==> run_1/placement_by_type.png <==
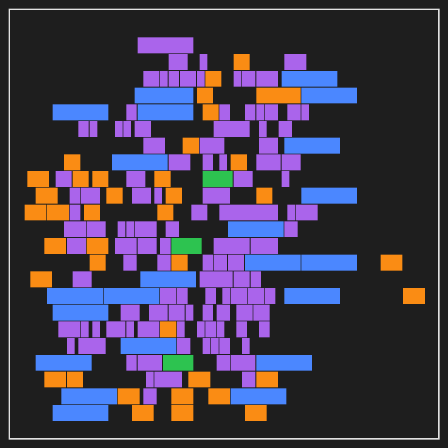
==> run_1/flops_by_reg.png <==
Other sequential cells in the stronger gray, the rest of the logic in the fainter gray.
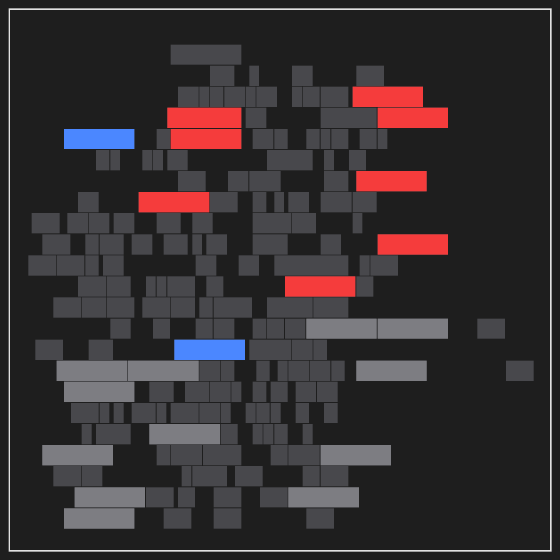
==> run_1/cell_density.png <==
The die is cut into 7 by 7 equal tiles; black is low, pale yellow is high, 0 to 100% covered.
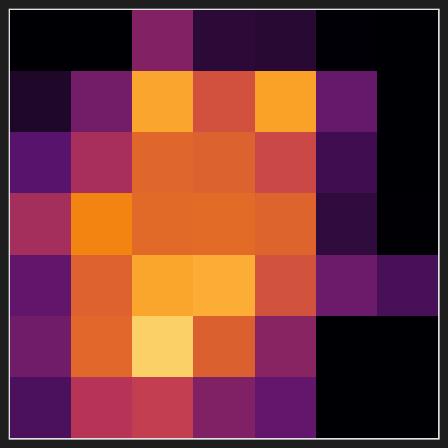
[config.mk]
export PLATFORM = sky130hd
export DESIGN_NAME = compare_debouncer
export DESIGN_NICKNAME = d
export VERILOG_FILES = /design/src/rtl/compare_debouncer.sv
export SDC_FILE = /design/constraint.sdc
export NUM_CORES = 1
export LEC_CHECK = 0
export ABC_AREA = 0
export CAP_MARGIN = 20
export CORE_MARGIN = 2
export CORE_UTILIZATION = 31
export CTS_CLUSTER_SIZE = 16
export DETAILED_ROUTE_END_ITERATION = 10
export MAX_ROUTING_LAYER = met4
export PLACE_DENSITY = 0.59
export SLEW_MARGIN = 20
export SYNTH_ARGS = -nofsm -noshare
export SYNTH_HDL_FRONTEND = slang
export SYNTH_SLANG_ARGS = --single-unit
[constraint.sdc]
create_clock -name clk -period 2.11 [get_ports clk]
set_input_delay 0.3165 -clock clk [delete_from_list [all_inputs] [get_ports clk]]
set_output_delay 0.3165 -clock clk [all_outputs]
set_load 0.005 [all_outputs]
[src/rtl/compare_debouncer.sv]
// rtl/compare_debouncer.sv - debounced A>B alarm with hysteresis from comparator G/E/L codes
// Also flags malformed comparator codes and counts alarm rises, saturating.
module compare_debouncer #(
    parameter int N_ASSERT   = 4,
    parameter int N_DEASSERT = 4,
    parameter int EVT_W      = 8
) (
    input  logic             clk,
    input  logic             rst_n,
    input  logic             in_valid,
    input  logic             G,
    input  logic             E,
    input  logic             L,
    input  logic             clr,
    output logic             alarm,
    output logic             rise_pulse,
    output logic             fall_pulse,
    output logic             err,
    output logic [EVT_W-1:0] event_count
);

    if (N_ASSERT < 1 || N_ASSERT > 255) begin : g_bad_n_assert
        $error("compare_debouncer: N_ASSERT must be in 1..255");
    end
    if (N_DEASSERT < 1 || N_DEASSERT > 255) begin : g_bad_n_deassert
        $error("compare_debouncer: N_DEASSERT must be in 1..255");
    end
    if (EVT_W < 1) begin : g_bad_evt_w
        $error("compare_debouncer: EVT_W must be at least 1");
    end

    localparam logic [7:0]       L_NA      = 8'(N_ASSERT);
    localparam logic [7:0]       L_ND      = 8'(N_DEASSERT);
    localparam logic [EVT_W-1:0] L_EVT_MAX = '1;

    typedef enum logic [1:0] {
        IDLE      = 2'd0,
        ARMING    = 2'd1,
        ALARM     = 2'd2,
        DISARMING = 2'd3
    } state_t;

    state_t           r_state;
    logic [7:0]       r_cnt;
    logic             r_alarm;
    logic             r_rise;
    logic             r_fall;
    logic             r_err;
    logic [EVT_W-1:0] r_evt;

    logic       w_onehot;
    logic       w_hit;
    logic       w_miss;
    logic       w_bad;
    logic [7:0] w_cnt_inc;
    logic       w_rise;
    logic       w_fall;

    assign w_onehot  = ({G, E, L} == 3'b100) || ({G, E, L} == 3'b010) || ({G, E, L} == 3'b001);
    assign w_hit     = in_valid && w_onehot && G;
    assign w_miss    = in_valid && w_onehot && !G;
    assign w_bad     = in_valid && !w_onehot;
    assign w_cnt_inc = r_cnt + 8'd1;

    // Transition decisions are shared by the FSM, the pulse registers and the event counter.
    assign w_rise = w_hit && (((r_state == IDLE) && (L_NA == 8'd1)) ||
                              ((r_state == ARMING) && (w_cnt_inc == L_NA)));
    assign w_fall = w_miss && (((r_state == ALARM) && (L_ND == 8'd1)) ||
                               ((r_state == DISARMING) && (w_cnt_inc == L_ND)));

    always_ff @(posedge clk or negedge rst_n) begin
        if (!rst_n) begin
            r_state <= IDLE;
            r_cnt   <= 8'd0;
            r_alarm <= 1'b0;
            r_rise  <= 1'b0;
            r_fall  <= 1'b0;
        end else begin
            r_rise <= w_rise;
            r_fall <= w_fall;
            if (w_rise) begin
                r_state <= ALARM;
                r_cnt   <= 8'd0;
                r_alarm <= 1'b1;
            end else if (w_fall) begin
                r_state <= IDLE;
                r_cnt   <= 8'd0;
                r_alarm <= 1'b0;
            end else if (w_hit || w_miss) begin
                unique case (r_state)
                    IDLE: begin
                        r_state <= w_hit ? ARMING : IDLE;
                        r_cnt   <= w_hit ? 8'd1 : 8'd0;
                    end
                    ARMING: begin
                        r_state <= w_hit ? ARMING : IDLE;
                        r_cnt   <= w_hit ? w_cnt_inc : 8'd0;
                    end
                    ALARM: begin
                        r_state <= w_miss ? DISARMING : ALARM;
                        r_cnt   <= w_miss ? 8'd1 : 8'd0;
                    end
                    DISARMING: begin
                        r_state <= w_miss ? DISARMING : ALARM;
                        r_cnt   <= w_miss ? w_cnt_inc : 8'd0;
                    end
                endcase
            end
        end
    end

    // A malformed sample outranks clr so a coincident fault is never lost.
    always_ff @(posedge clk or negedge rst_n) begin
        if (!rst_n) begin
            r_err <= 1'b0;
            r_evt <= '0;
        end else begin
            if (w_bad) begin
                r_err <= 1'b1;
            end else if (clr) begin
                r_err <= 1'b0;
            end
            if (clr) begin
                r_evt <= w_rise ? EVT_W'(1) : '0;
            end else if (w_rise && (r_evt != L_EVT_MAX)) begin
                r_evt <= r_evt + EVT_W'(1);
            end
        end
    end

    assign alarm       = r_alarm;
    assign rise_pulse  = r_rise;
    assign fall_pulse  = r_fall;
    assign err         = r_err;
    assign event_count = r_evt;

endmodule

==> summary.txt, run 1 <==
The following summarizes the physical implementation.

Run status
The flow ran to the end, and the final reports show no timing, DRC or antenna violations.

Logic synthesis
The top cell type by instance count after synthesis is sky130_fd_sc_hd__dfrtp_1. The cell taking the most area after synthesis is sky130_fd_sc_hd__dfrtp_1. The number of flops mapped to enable cells by yosys is 0. The combined area of all synthesized cells is 0.00134 mm^2. Counting every net in the synthesized netlist gives 152. Per the synth stats, the proportion of register bits with asynchronous set or reset is 100%. Synthesis inferred 22 register bits. The most used flip-flop cell after synthesis is sky130_fd_sc_hd__dfrtp_1.

Yosys attributes the largest share of cell area to sky130_fd_sc_hd__dfrtp_1 41%, sky130_fd_sc_hd__nand3_1 3.7%, sky130_fd_sc_hd__o31ai_1 3.4%, sky130_fd_sc_hd__nand2_1 3.1%, sky130_fd_sc_hd__nor2_1 3.1%. The portion of the post-synthesis area used by sequential elements is 41.2%. Per the Yosys statistics, synthesis produced 142 cells. The number of cells produced by synthesis is 142. Post-synthesis, Yosys gives the total cell area as 0.00134 mm^2. Sorting the synthesized cells by how often they occur yields 22 x sky130_fd_sc_hd__dfrtp_1, 11 x sky130_fd_sc_hd__nand2_1, 11 x sky130_fd_sc_hd__nor2_1.

The distinct cell type count of the synthesized netlist is 38. The warning count from the yosys run is 0. The fraction of synthesized cell area taken by the top area cell type is 41.2%. The post-synthesis area per instance is 9.42 um^2.

Clock network
The clock latency of the later-clocked register in the worst-skew pair is 0.26 ns. CTS built an H-tree with a depth of 1. The CTS report gives the tree buffer count as 3.

The count of hold buffers inserted by post-cts repair is 0. The cell sitting at the root of the clock tree is a sky130_fd_sc_hd__clkbuf_8. The number of clock sinks came to 22. The TritonCTS clock tree is built. Per the post-CTS timing run, clock transition at the registers of the reported paths is 0.08 ns. Looking at the clock tree report, the maximum root-to-sink buffer count equals 2.

Final timing
The actual slew at the worst max-slew pin is 0.416 ns. The achievable frequency is 489 MHz. The count of endpoints failing hold in the final timing report is 0. After layout, the setup clock skew is reported as 0.00391 ns. The post-route minimum period is 2.05 ns. Setup repair after global routing left no endpoint under its margin. The number of max-slew violations in the final report is 0. In the post-route analysis, the smallest setup slack over all paths is 0.0646 ns. The worst hold slack after final layout is 0.397 ns.

The post-layout period usage of the worst path is 96.9%. The count of endpoints failing setup in the final report is 0. Adding up every negative setup slack in the final design gives 0 ns. The slew check shows that the tightest pin keeps a relative margin of 72.2%.

Global route
The pin count of the biggest net entering global routing is 23. The first global-routing pass estimated 5.11 mm of wire. The sum of overflow across all layers after global routing is 0. The number of global-route vias before repair is 1118.

Overall routing resource usage recorded by global route was 13.4%. The number of antenna violations at the first check in global routing is 0.

Placement
The placed instance count is 221. As logged by OpenROAD, the buffers inserted on ports number 18. The post-DP HPWL is 2.23 mm. The placement summary gives the final routability congestion estimate as 0.847.

Logged for this run, the post-placement worst setup slack is 0.0119 ns. The post-placement cell area is 0.00170 mm^2.

Power and ir drop
Summed over all nets, the switching power comes to 212 uW. Total power for the finished layout comes to 839 uW. Combinational cells consume a total of 125 uW. Across the VDD grid, the largest voltage drop is 0.000286 V. The internal power of the cells totals 627 uW. The power share of the sequential group is 54.3%. The top contributor to total power is sequential cells. The share of total power dissipated in combinational logic is 14.8%.

The power density over cell area is 464 mW/mm^2. Per report_power, the clock group accounts for 30.8% of the total. The script extracted a total leakage power of 0.731 nW. The power in the clock group is 259 uW.

Switching power as a fraction of the total was reported as 25.2%.

Drt
The post-detailed-route wirelength per cell is 14.3 um. The number of antenna-violating nets in the routed design is 0. The post-detailed-route DRC marker count is 0. In the routed layout, each cell is associated on average with a via count of 5.42. The detailed router finished its first iteration with 45 violations. The number of search-and-repair iterations in the first detailed-routing pass is 5.

The final layout contains routed wiring with a total length of 3.23 mm. The detailed router placed 1224 vias in this run.

Critical path
STA classifies the critical path endpoint as a register. The cell family with the largest share of critical-path delay is simple AND/OR/NAND/NOR gates. Per the STA report, the cell with the highest stage delay on the worst path is sky130_fd_sc_hd__dfrtp_1.

The worst register-to-register path begins at r_cnt[1]. The worst path arrival time is 2.19 ns. Counting both buffers and inverters, the worst setup path holds a total of 1. The signal on the critical path passes through and4_4 > a211oi_2 > buf_4 > o2111ai_2 > nor3_1 > mux2_2. In this run the worst path has a maximum fanout of 7.

The endpoint identified for the worst register-to-register timing path is event_count[5]. For this run, the slowest stage of the critical path takes 0.46 ns. The critical path endpoint has a required time of 2.26 ns.

The classification of the worst setup path is reg -> reg. STA classifies the critical path startpoint as a register. The number of cells on the worst reg-to-reg path is 6. Setup slack on the worst reg-to-reg path comes out at 0.06 ns.

Finish
The top cell types in the final layout, fill and taps aside, are 21 x sky130_fd_sc_hd__dfrtp_1, 19 x sky130_fd_sc_hd__buf_4, 18 x sky130_fd_sc_hd__clkdlybuf4s50_1. The area overhead of the layout relative to synthesis is 35.3%. The area of all sequential standard cells is 552 um^2.

The most frequent logic cell in the layout is sky130_fd_sc_hd__dfrtp_1. The area of combinational cells with multiple inputs is 785 um^2. The filler-free cell count of the finished design is 226. Measured on the finished design, the core utilization comes to 44.3%. The final antenna diode tally reported by the flow is 0. At the end of the flow, the number of nets in the layout was 188. For the completed layout, the total cell area is recorded as 0.00181 mm^2. The filler cell count is 407. Per the final layout report, the fraction of cells sized above drive strength 1 comes to 22.7%.

Flow run
The OpenROAD warning count is 27. The number of maximum-capacitance violations recorded for the run is 0.

Floorplan
Measured along the x axis, the die boundary spans 69.7 um. The I/O pin count is 19. The die is 69.7 um tall. Row generation in the floorplan step produced 23 rows.

The overall die area is 0.00486 mm^2.

Min path
The kind of path behind the tightest hold check is in -> async.
## Picture notes: placement_by_type.png
Key: other buffers and delay cells = orange [cells 38, share of their area 20%]; clock drivers = green [cells 3, share of their area 2.4%]; flops = blue [cells 22, share of their area 32%]; combinational and other logic = purple [cells 113, share of their area 46%]

## Picture notes: flops_by_reg.png
Key: r_state = blue [sequential cells 2]; r_cnt = red [sequential cells 8]
Another 12 sequential cells are not colored.
sequential-cell power consumption: 456 uW
flop share of the area: 30.5%

## Picture notes: cell_density.png
22% of the tiles are nearly empty. The emptiest ninth of the die: south-east. The mean over all tiles is 36%. The densest ninth of the die: center.
Core ar.: 0.00409 mm^2
starting density of the core: 32.7%

==> run 1: per-layer routing <==
layer | track usage [%] | wire (um) | up-vias
met3 | 1.74 | 82 | 5
li1 | - | - | 602
met5 | - | 0 | -
met2 | 21.4 | 1630 | 23
met4 | 5.77 | 53 | 0
met1 | 17.0 | 1470 | 594
==> run 1: worst reg2reg max path, delay by kind of cell (launching register included) <==
| family | cells | cell delay, ns |
|---|---|---|
| simple gates | 2 | 0.49 |
| compound gates | 2 | 0.47 |
| flops | 1 | 0.46 |
| mux | 1 | 0.35 |
| buf+inv | 1 | 0.16 |
==> run 1: worst max-delay path by stage <==
stage	start	to	slack, ns	cells after the start
after floorplan	r_cnt[0]	event_count[3]	0.19	5
after global placement	G	event_count[3]	0.06	7
after detailed placement	G	event_count[3]	0.01	7
after CTS	r_cnt[0]	event_count[3]	0.01	6
after global routing	r_cnt[1]	event_count[2]	0.0009	6
final	r_cnt[1]	event_count[5]	0.06	6
==> run 1: kinds of logic (layout without fill, tap and decap cells) <==
family | Yosys count | count (layout) | share of synthesized area, %
simple gates | 59 | 59 | 24.2
flops | 22 | 22 | 41.2
mux | 5 | 5 | 3.93
compound gates | 32 | 33 | 19.3
buf+inv | 15 | 48 | 4.68
xor+xnor | 6 | 6 | 3.93
fa+ha+maj | 3 | 3 | 2.81
==> run 1: layout make-up <==
class,instances,area share (%)
clock buffer,3,2.28
inverter,7,1.45
multi-input combinational,106,43.4
sequential,22,30.5
tap,50,3.46
timing repair buffer,38,18.9
==> run 1: state kept, by name (all words and copies together) (netlist names) <==
signal,flops
r_cnt,8
rise_pulse,1
r_state,2
alarm,1
event_count,8
fall_pulse,1
err,1
==> run 1: what timing repair did <==
action | CTS | global route
buffers inserted | 0 | 1
gates resized | 0 | 9
endpoints found under the hold margin | 0 | 0
setup endpoints to repair | 0 | 11
==> run_1/sizes.png <==
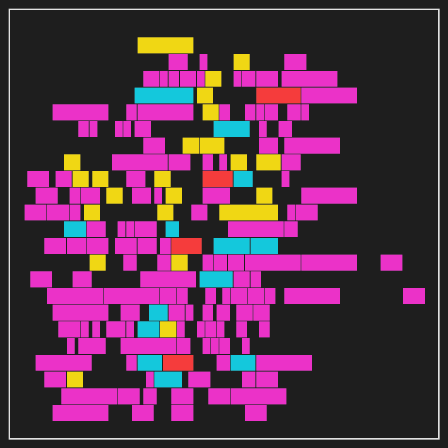

==> inputs of run 2 (changes only) <==
--- a/config.mk
+++ b/config.mk
@@ -10,3 +10,3 @@
 export CORE_MARGIN = 2
-export CORE_UTILIZATION = 31
+export CORE_UTILIZATION = 53
 export CTS_CLUSTER_SIZE = 16
@@ -14,3 +14,3 @@
 export MAX_ROUTING_LAYER = met4
-export PLACE_DENSITY = 0.59
+export PLACE_DENSITY = 0.87
 export SLEW_MARGIN = 20
--- a/constraint.sdc
+++ b/constraint.sdc
@@ -3,2 +3,2 @@
 set_output_delay 0.3165 -clock clk [all_outputs]
-set_load 0.005 [all_outputs]
+set_load 0.05 [all_outputs]
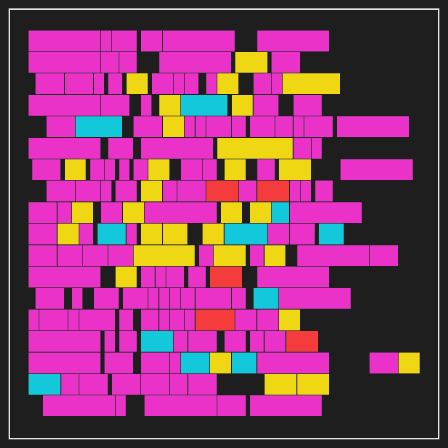
(run_2/sizes.png)
Key: _6 and larger = red [cells 5]; _3 and _4 cells = yellow [cells 30]; _0 and _1 cells = magenta [cells 132]; _2 cells = cyan [cells 11]

==> summary.txt, run 2 <==
The following summarizes the physical implementation.

Drt
The met2 wire length is 1.64 mm. The post-detailed-route wirelength per cell is 16.4 um. The final route contains 1284 vias. Per the detail_route log, met3 wirelength is 278 um.

The routed metal-1 wire length is 1.41 mm. The number of antenna-violating nets in the routed design is 0. In the post-route report, total wirelength is listed as 3.42 mm. The number of search-and-repair iterations in the first detailed-routing pass is 4.

The routed layout reports a DRC error count of 0. The detail-routed via count per cell is 6.17. Once iteration 0 of detailed routing completed, the report listed 62 DRC markers.

Final timing
The post-layout period usage of the worst path is 101%. The final timing report gives a worst setup slack of -0.0139 ns. The count of endpoints failing setup in the final report is 3. The count of endpoints failing hold in the final timing report is 0. Setup repair after global routing could not meet its margin everywhere.

The worst hold slack after final layout is 0.322 ns. The worst max-slew margin expressed relative to the limit is 66.2%. The routed design could run at a clock period as short as 2.12 ns. For the pin with the worst max-slew slack, the measured transition is 0.506 ns.

Logic synthesis
The flop and latch count out of synthesis is 22. The number of flops mapped to enable cells by yosys is 0. The post-synthesis area per instance is 9.42 um^2. Counting instances in the post-synthesis netlist gives the leading cell types as 22 x sky130_fd_sc_hd__dfrtp_1, 11 x sky130_fd_sc_hd__nand2_1, 11 x sky130_fd_sc_hd__nor2_1. For reference, the top cells by area after synthesis are sky130_fd_sc_hd__dfrtp_1 41%, sky130_fd_sc_hd__nand3_1 3.7%, sky130_fd_sc_hd__o31ai_1 3.4%, sky130_fd_sc_hd__nand2_1 3.1%, sky130_fd_sc_hd__nor2_1 3.1%. Per the post-synthesis report, the number of cells in the design is 142. The number of cell instances after yosys synthesis is 142.

Sorting the synthesis cell report by count puts at the top sky130_fd_sc_hd__dfrtp_1. The proportion of register bits with asynchronous set or reset after synthesis is 100%. The top cell type by area accounts for 41.2% of the synthesized area.

The distinct cell type count of the synthesized netlist is 38. The synthesis report lists the Yosys warning total as 0. The mapped netlist covers 0.00134 mm^2. The area reported by Yosys stat is 0.00134 mm^2.

Sequential cells were found to cover 41.2% of the synthesized design area. The net count after synthesis is 152.

Placement
Counting tap cells, the placed design contains a total of 200 instances. During placement, the flow inserted port buffers numbering 18. In this run the cell area measured after placement is 0.00165 mm^2.

The post-DP HPWL is 2.34 mm.

Clock network
CTS placed an instance of sky130_fd_sc_hd__clkbuf_4 at the clock tree root. Per the TritonCTS log, the buffer count is 3. Gates resized during post-CTS repair numbered 3. The number of setup buffers added after CTS is 1. The CTS clock-pin slew for the worst setup and hold paths is 0.13 ns. The count of hold buffers inserted by post-cts repair is 0.

The H-tree depth reported by CTS is 1. The clock latency of the later-clocked register in the worst-skew pair is 0.32 ns. TritonCTS built the clock tree.

The total clock sinks is 22.

Finish
The filler cell count is 154. The area overhead of the layout relative to synthesis is 35.2%. After the last flow step, the layout net total stands at 189. The number of antenna diodes is 0. For this run, the number of standard cells in the final layout without fillers is 208. The finished cells cover 0.00181 mm^2. The most frequent logic cell in the layout is sky130_fd_sc_hd__dfrtp_1. The fraction of final layout cells sized beyond drive strength 1 is 25.8%.

Global route
The sum of overflow across all layers after global routing is 0. The number of antenna violations at the first check in global routing is 0. The first global-routing pass estimated 5.27 mm of wire. The pin count of the biggest net entering global routing is 23. The number of global-route vias before repair is 1204.

The global-route total usage across every layer is 26.1%.

Critical path
Logic depth along the worst register-to-register path is recorded as 7. On the critical path the data arrives at 2.37 ns. The startpoint type of the worst setup path is a register.

The worst flop-to-flop path startpoint is r_cnt[1]. By startpoint and endpoint, the worst setup path is classified as reg -> reg. The peak per-stage delay on the critical path is 0.48 ns. The endpoint kind of the worst setup timing path is a register. In this run the register-to-register setup slack is -0.01 ns.

Looking at the critical path, the single cell with the biggest stage delay is sky130_fd_sc_hd__or4_4. The cell occurring most often along the worst timing path is sky130_fd_sc_hd__buf_6. Counting both buffers and inverters, the worst setup path holds a total of 2. The cell family with the largest share of critical-path delay is simple AND/OR/NAND/NOR gates. The most critical setup path has its startpoint at r_cnt[1]. The capture point of the worst register-to-register path is recorded as event_count[2]. Listed in order, past its start point the critical path passes buf_6 > and4_4 > a211oi_4 > o2111ai_4 > buf_6 > or4_4 > a21oi_1. The critical path maximum fanout is 5. The critical path depth in cells is 7.

Floorplan
The core region area is 0.00243 mm^2. Once the floorplan was initialized, standard cells occupied 55.0% of the core. Per the OpenROAD floorplan log, the width of the die is 54.2 um. 19 I/O pins were placed. Row generation in the floorplan step produced 18 rows. The overall die area is 0.00294 mm^2.

Power and ir drop
The maximum ir drop on the vdd rail is 0.000461 V. The power after layout is 835 uW. The leakage power of the design is 0.756 nW.

Run status
The flow ran to the end, but the final reports show violations. The final reports fail on setup timing.

Flow run
The OpenROAD warning count is 28. The tally of max-capacitance violations is 0.
-- run 2: cell types whose count changed in the layout (fill, tap and decap cells not counted), sizes merged --
cell / delta
buf: +2
clkbuf: +1
o2111ai: -1
-- run 2: layout make-up --
cell class | count | area, um^2 | area share, %
clock buffer | 4 | 36.3 | 2.01
inverter | 7 | 26.3 | 1.45
multi-input combinational | 105 | 797 | 44.1
sequential | 22 | 551 | 30.4
tap | 30 | 37.5 | 2.08
timing repair buffer | 40 | 360 | 19.9
-- run 2: power breakdown --
group	switching, mW	total [mW]	internal [mW]
Sequential	0.0159	0.451	0.435
Clock	0.137	0.242	0.106
Combinational	0.0724	0.142	0.0695
-- run 2: routing by layer --
metal  GRT usage, %  vias to the layer above
li1               -                      600
met1           31.8                      600
met2           41.2                       71
met3           5.46                       13
met4           12.5                        0
met5              -                        -
-- run 2: worst reg2reg max path, delay by kind of cell, from the launching register on --
family | cells | cell delay (ns)
flip-flops | 1 | 0.46
AND/OR/NAND/NOR | 2 | 0.66
buffers and inverters | 2 | 0.33
AND-OR/OR-AND | 3 | 0.62
-- run 2: kinds of logic after synthesis --
| kind of cell | Yosys count | share of synthesized area, % |
|---|---|---|
| flip-flops | 22 | 41.2 |
| AND/OR/NAND/NOR | 59 | 24.2 |
| AND-OR/OR-AND | 32 | 19.3 |
| adder cells (fa/ha/maj) | 3 | 2.81 |
| multiplexers | 5 | 3.93 |
| XOR/XNOR | 6 | 3.93 |
| buffers and inverters | 15 | 4.68 |
-- run 2: how the worst max path moves through the flow --
stage	endpoint
final	event_count[2]
after global routing	event_count[2]
after CTS	event_count[2]
after detailed placement	event_count[3]
after global placement	event_count[3]
after floorplan	event_count[3]
==> run_2/cell_density.png <==
The die is cut into 11 by 11 equal tiles; black is low, pale yellow is high, 0 to 100% covered.
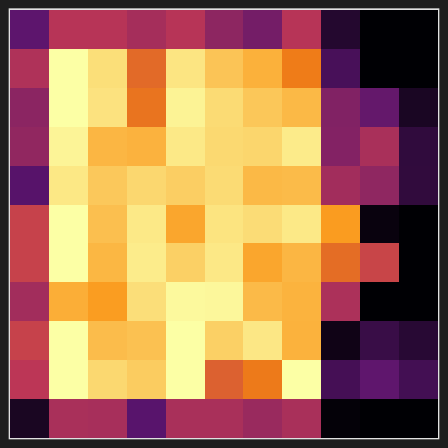

==> inputs of run 3 (changes only) <==
CORE_UTILIZATION = 60   (was 53)
DONT_BUFFER_PORTS = 1   (was not set)
PLACE_DENSITY = 0.85   (was 0.87)
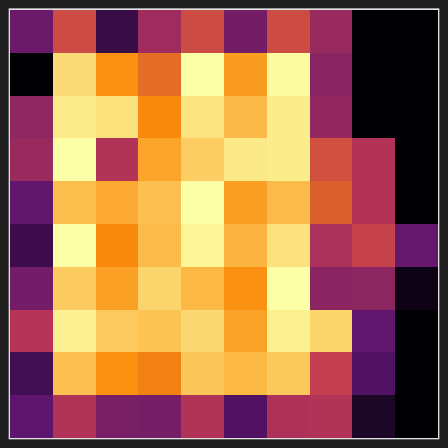
(run_3/cell_density.png)
The die is cut into 10 by 10 equal tiles; black is low, pale yellow is high, 0 to 100% covered.
12% of the tiles are nearly empty. The emptiest ninth of the die: north-east. The densest ninth of the die: center. 44% of the tiles are over 75% full. The mean over all tiles is 57%. The fullest tile reaches 100%.

==> summary.txt, run 3 <==
The following summarizes the physical implementation.

Clock network
In the CTS report, the clock slew at the register clock pins of the worst setup and hold paths is listed as 0.12 ns. Counting along the longest clock path gives a buffer depth of 2. The count of hold buffers inserted by post-cts repair is 1.

The cell at the root of the clock tree is sky130_fd_sc_hd__clkbuf_4. The number of instances resized during post-cts repair is 1. TritonCTS built the clock tree.

The clock latency of the later-clocked register in the worst-skew pair is 0.31 ns. CTS built an H-tree with a depth of 1. TritonCTS created 3 clock buffers. The count of buffers added by post-CTS timing repair for setup is 0. The tree built by TritonCTS fans out to 22 sinks.

Logic synthesis
Sorting the synthesized cells by how often they occur yields 22 x sky130_fd_sc_hd__dfrtp_1, 11 x sky130_fd_sc_hd__nand2_1, 11 x sky130_fd_sc_hd__nor2_1. The fraction of synthesized cell area taken by the top area cell type is 41.2%. Per the post-synthesis stats, the area per cell is 9.42 um^2. Per the Yosys statistics, synthesis produced 142 cells. The warning count from the yosys run is 0. The net count after synthesis is 152. The top cell type by instance count after synthesis is sky130_fd_sc_hd__dfrtp_1. The distinct cell type count of the synthesized netlist is 38. Ranked by total cell area, the synthesized netlist is headed by sky130_fd_sc_hd__dfrtp_1 41%, sky130_fd_sc_hd__nand3_1 3.7%, sky130_fd_sc_hd__o31ai_1 3.4%, sky130_fd_sc_hd__nand2_1 3.1%, sky130_fd_sc_hd__nor2_1 3.1%.

The proportion of register bits with asynchronous set or reset after synthesis is 100%. The area reported by Yosys stat is 0.00134 mm^2. Among all flip-flop cells after synthesis, the most frequent one is sky130_fd_sc_hd__dfrtp_1.

Synthesis handed over a netlist of 142 instances. The cell taking the most area after synthesis is sky130_fd_sc_hd__dfrtp_1. The synthesis stat section lists a flop and latch total of 22. Sequential elements use 41.2% of the synthesized area. The combined area of all synthesized cells is 0.00134 mm^2.

The synthesized design contains 0 enable-type register cells.

Critical path
The slowest cell on the critical path is sky130_fd_sc_hd__dfrtp_1. The worst flop-to-flop path startpoint is r_cnt[1]. The critical path buffer and inverter count is 1.

The cell family contributing the most delay on the critical path is simple AND/OR/NAND/NOR gates. The timing report gives the worst reg2reg path a setup slack of 0.10 ns. The maximum fanout count along the critical path is 10. The data required time of the critical path is 2.32 ns. The signal on the critical path passes through and4_4 > and4_4 > o2111ai_4 > buf_4 > nor3_1 > mux2_2.

In this run the worst setup path terminates at event_count[5]. For reference, the most critical setup path is categorized as reg -> reg. By instance count, the cell type seen most on the critical path is sky130_fd_sc_hd__and4_4.

Looking at the reg2reg group, the worst path ends at event_count[5]. The largest single stage delay on the critical path is 0.43 ns. The worst setup path is captured at a register. The number of cells on the worst reg-to-reg path is 6. The critical path depth in cells is 6. The worst setup path is launched from a register. The OpenROAD report gives the critical path a data arrival time of 2.21 ns. The launching instance or port of the critical path is r_cnt[1].

Finish
The finished cells cover 0.00153 mm^2. The fraction of final layout cells sized beyond drive strength 1 is 21.8%. The top cell types in the final layout, fill and taps aside, are 22 x sky130_fd_sc_hd__dfrtp_1, 17 x sky130_fd_sc_hd__buf_4, 11 x sky130_fd_sc_hd__nand2_1, 11 x sky130_fd_sc_hd__nor2_1, 9 x sky130_fd_sc_hd__nand3_1. The most common logic cell in the final layout is sky130_fd_sc_hd__dfrtp_1. The area overhead of the layout relative to synthesis is 14.5%.

The number of antenna diodes is 0. According to the finish report, the design has a final net count of 168.

Drt
The via count is 1155. The number of antenna-violating nets in the routed design is 0. The total length of routed wires is 2.95 mm. The detailed router finished its first iteration with 27 violations. Per the detail_route report, routed wire per instance is 16.0 um.

The number of search-and-repair iterations in the first detailed-routing pass is 4. Per the detail_route report, vias per standard cell equal 6.28. The post-detailed-route DRC marker count is 0.

Global route
Routing resource usage on met3 recorded by global route was 4.97%. After global routing the overflow that remains totals 0. The pin count of the biggest net entering global routing is 23. Global route summary, busiest routing layer listed as met2. The met2 usage in global routing is 40.7%. Global routing used 26.7% of the available tracks across all layers. The number of antenna violations at the first check in global routing was 0.

In the global route stage, met1 resource usage came out at 34.9%. The first global-routing pass estimated 4.99 mm of wire. The number of global-route vias before repair is 1105.

Final timing
The final timing report lists a hold violation count of 0. The achievable frequency is 498 MHz. Of the available clock period, the critical path in the final layout requires 95.2%. Setup repair after global routing left no endpoint under its margin. The number of max-slew violations in the final report is 0.

The final total negative setup slack is 0 ns. Counting I/O delays and the setup requirement, the final critical path takes 2.01 ns. The worst setup slack after layout is 0.100 ns. The actual slew at the worst max-slew pin is 0.907 ns. The clock tree skew after final layout is 0.00576 ns. Per the slew report, the remaining headroom to the max-slew limit stands at 39.3%. The count of endpoints failing setup in the final report is 0.

Floorplan
The floorplan die height is 51.2 um. The initial core utilization is 62.3%. The overall die area is 0.00262 mm^2. After floorplanning, the core was sized to cover 0.00215 mm^2. The count of standard-cell rows is 17. 19 I/O pins were placed.

Per the OpenROAD floorplan log, the width of the die is 51.2 um.

Min path
The number of cells on the worst hold path is 1. The kind of path behind the tightest hold check is in -> reg. The endpoint of the worst hold path is event_count[2].

Per the hold report, the tightest min-delay path originates at clr.

Power and ir drop
The leakage component of the power was reported as 0.659 nW. The power after layout is 730 uW. The maximum ir drop on the vdd rail is 0.000342 V.

For this design the ratio of total power to cell area is 477 mW/mm^2.

Placement
In this run the tool buffered the top-level ports with 0 buffer cells. The area after detailed placement is 0.00146 mm^2. Routability-driven placement finished with a final weighted congestion of 0.807. The post-DP HPWL is 2.13 mm. Before CTS, the worst setup slack after placement is -0.00505 ns.

Flow run
The number of warnings reported in the stage logs is 27. In this run the maximum-capacitance check reported violations numbering 0.

Run status
The run finished with clean final reports.
-- run 3: netlist changes by cell type in the layout (fill, tap and decap cells not counted), moves of 2 or more --
cell / change
sky130_fd_sc_hd__a21oi_1: +2
sky130_fd_sc_hd__a21oi_2: -2
sky130_fd_sc_hd__or4_4: -3
sky130_fd_sc_hd__buf_6: -4
sky130_fd_sc_hd__or4_1: +3
sky130_fd_sc_hd__clkdlybuf4s50_1: -18
-- run 3: through the flow --
step	hold slack, ns	utilization [%]	cells
finish	0.0491	71.3	184
global placement	0.0216	68.1	179
detailed placement	0.0215	68.1	179
global route	0.0308	71.3	184
CTS	0.0389	69.9	183
floorplan	0.0209	-	142
-- run 3: area by class of cell --
cell class | count | area [um^2]
Sequential cell | 22 | 551
Inverter | 7 | 26.3
Fill cell | 148 | 617
Multi-Input combinational cell | 105 | 754
Clock buffer | 3 | 22.5
Timing Repair Buffer | 19 | 143
Tap cell | 28 | 35.0
-- run 3: report_power, final --
part	total (mW)	internal, mW	switching [mW]
registers	0.457	0.435	0.0224
logic	0.0810	0.0349	0.0461
clock network	0.192	0.0667	0.125
total	0.730	0.537	0.193
-- run 3: kinds of logic (layout without fill, tap and decap cells) --
kind of cell / Yosys count / after routing / share of synthesized area, %
adders and majority gates: 3 / 3 / 2.81
buffers and inverters: 15 / 29 / 4.68
AOI/OAI and AO/OA: 32 / 32 / 19.3
DFF: 22 / 22 / 41.2
and+or+nand+nor: 59 / 59 / 24.2
muxes: 5 / 5 / 3.93
xor gates and xnor gates: 6 / 6 / 3.93
-- run 3: routing by layer --
layer / part of all wire, % / routed length (um) / up-vias
li1: - / - / 560
met1: 43 / 1260 / 549
met2: 48 / 1420 / 37
met3: 6.1 / 179 / 9
met4: 2.9 / 86 / 0
met5: 0 / 0 / -
Power is estimated from default activity; no workload was simulated.
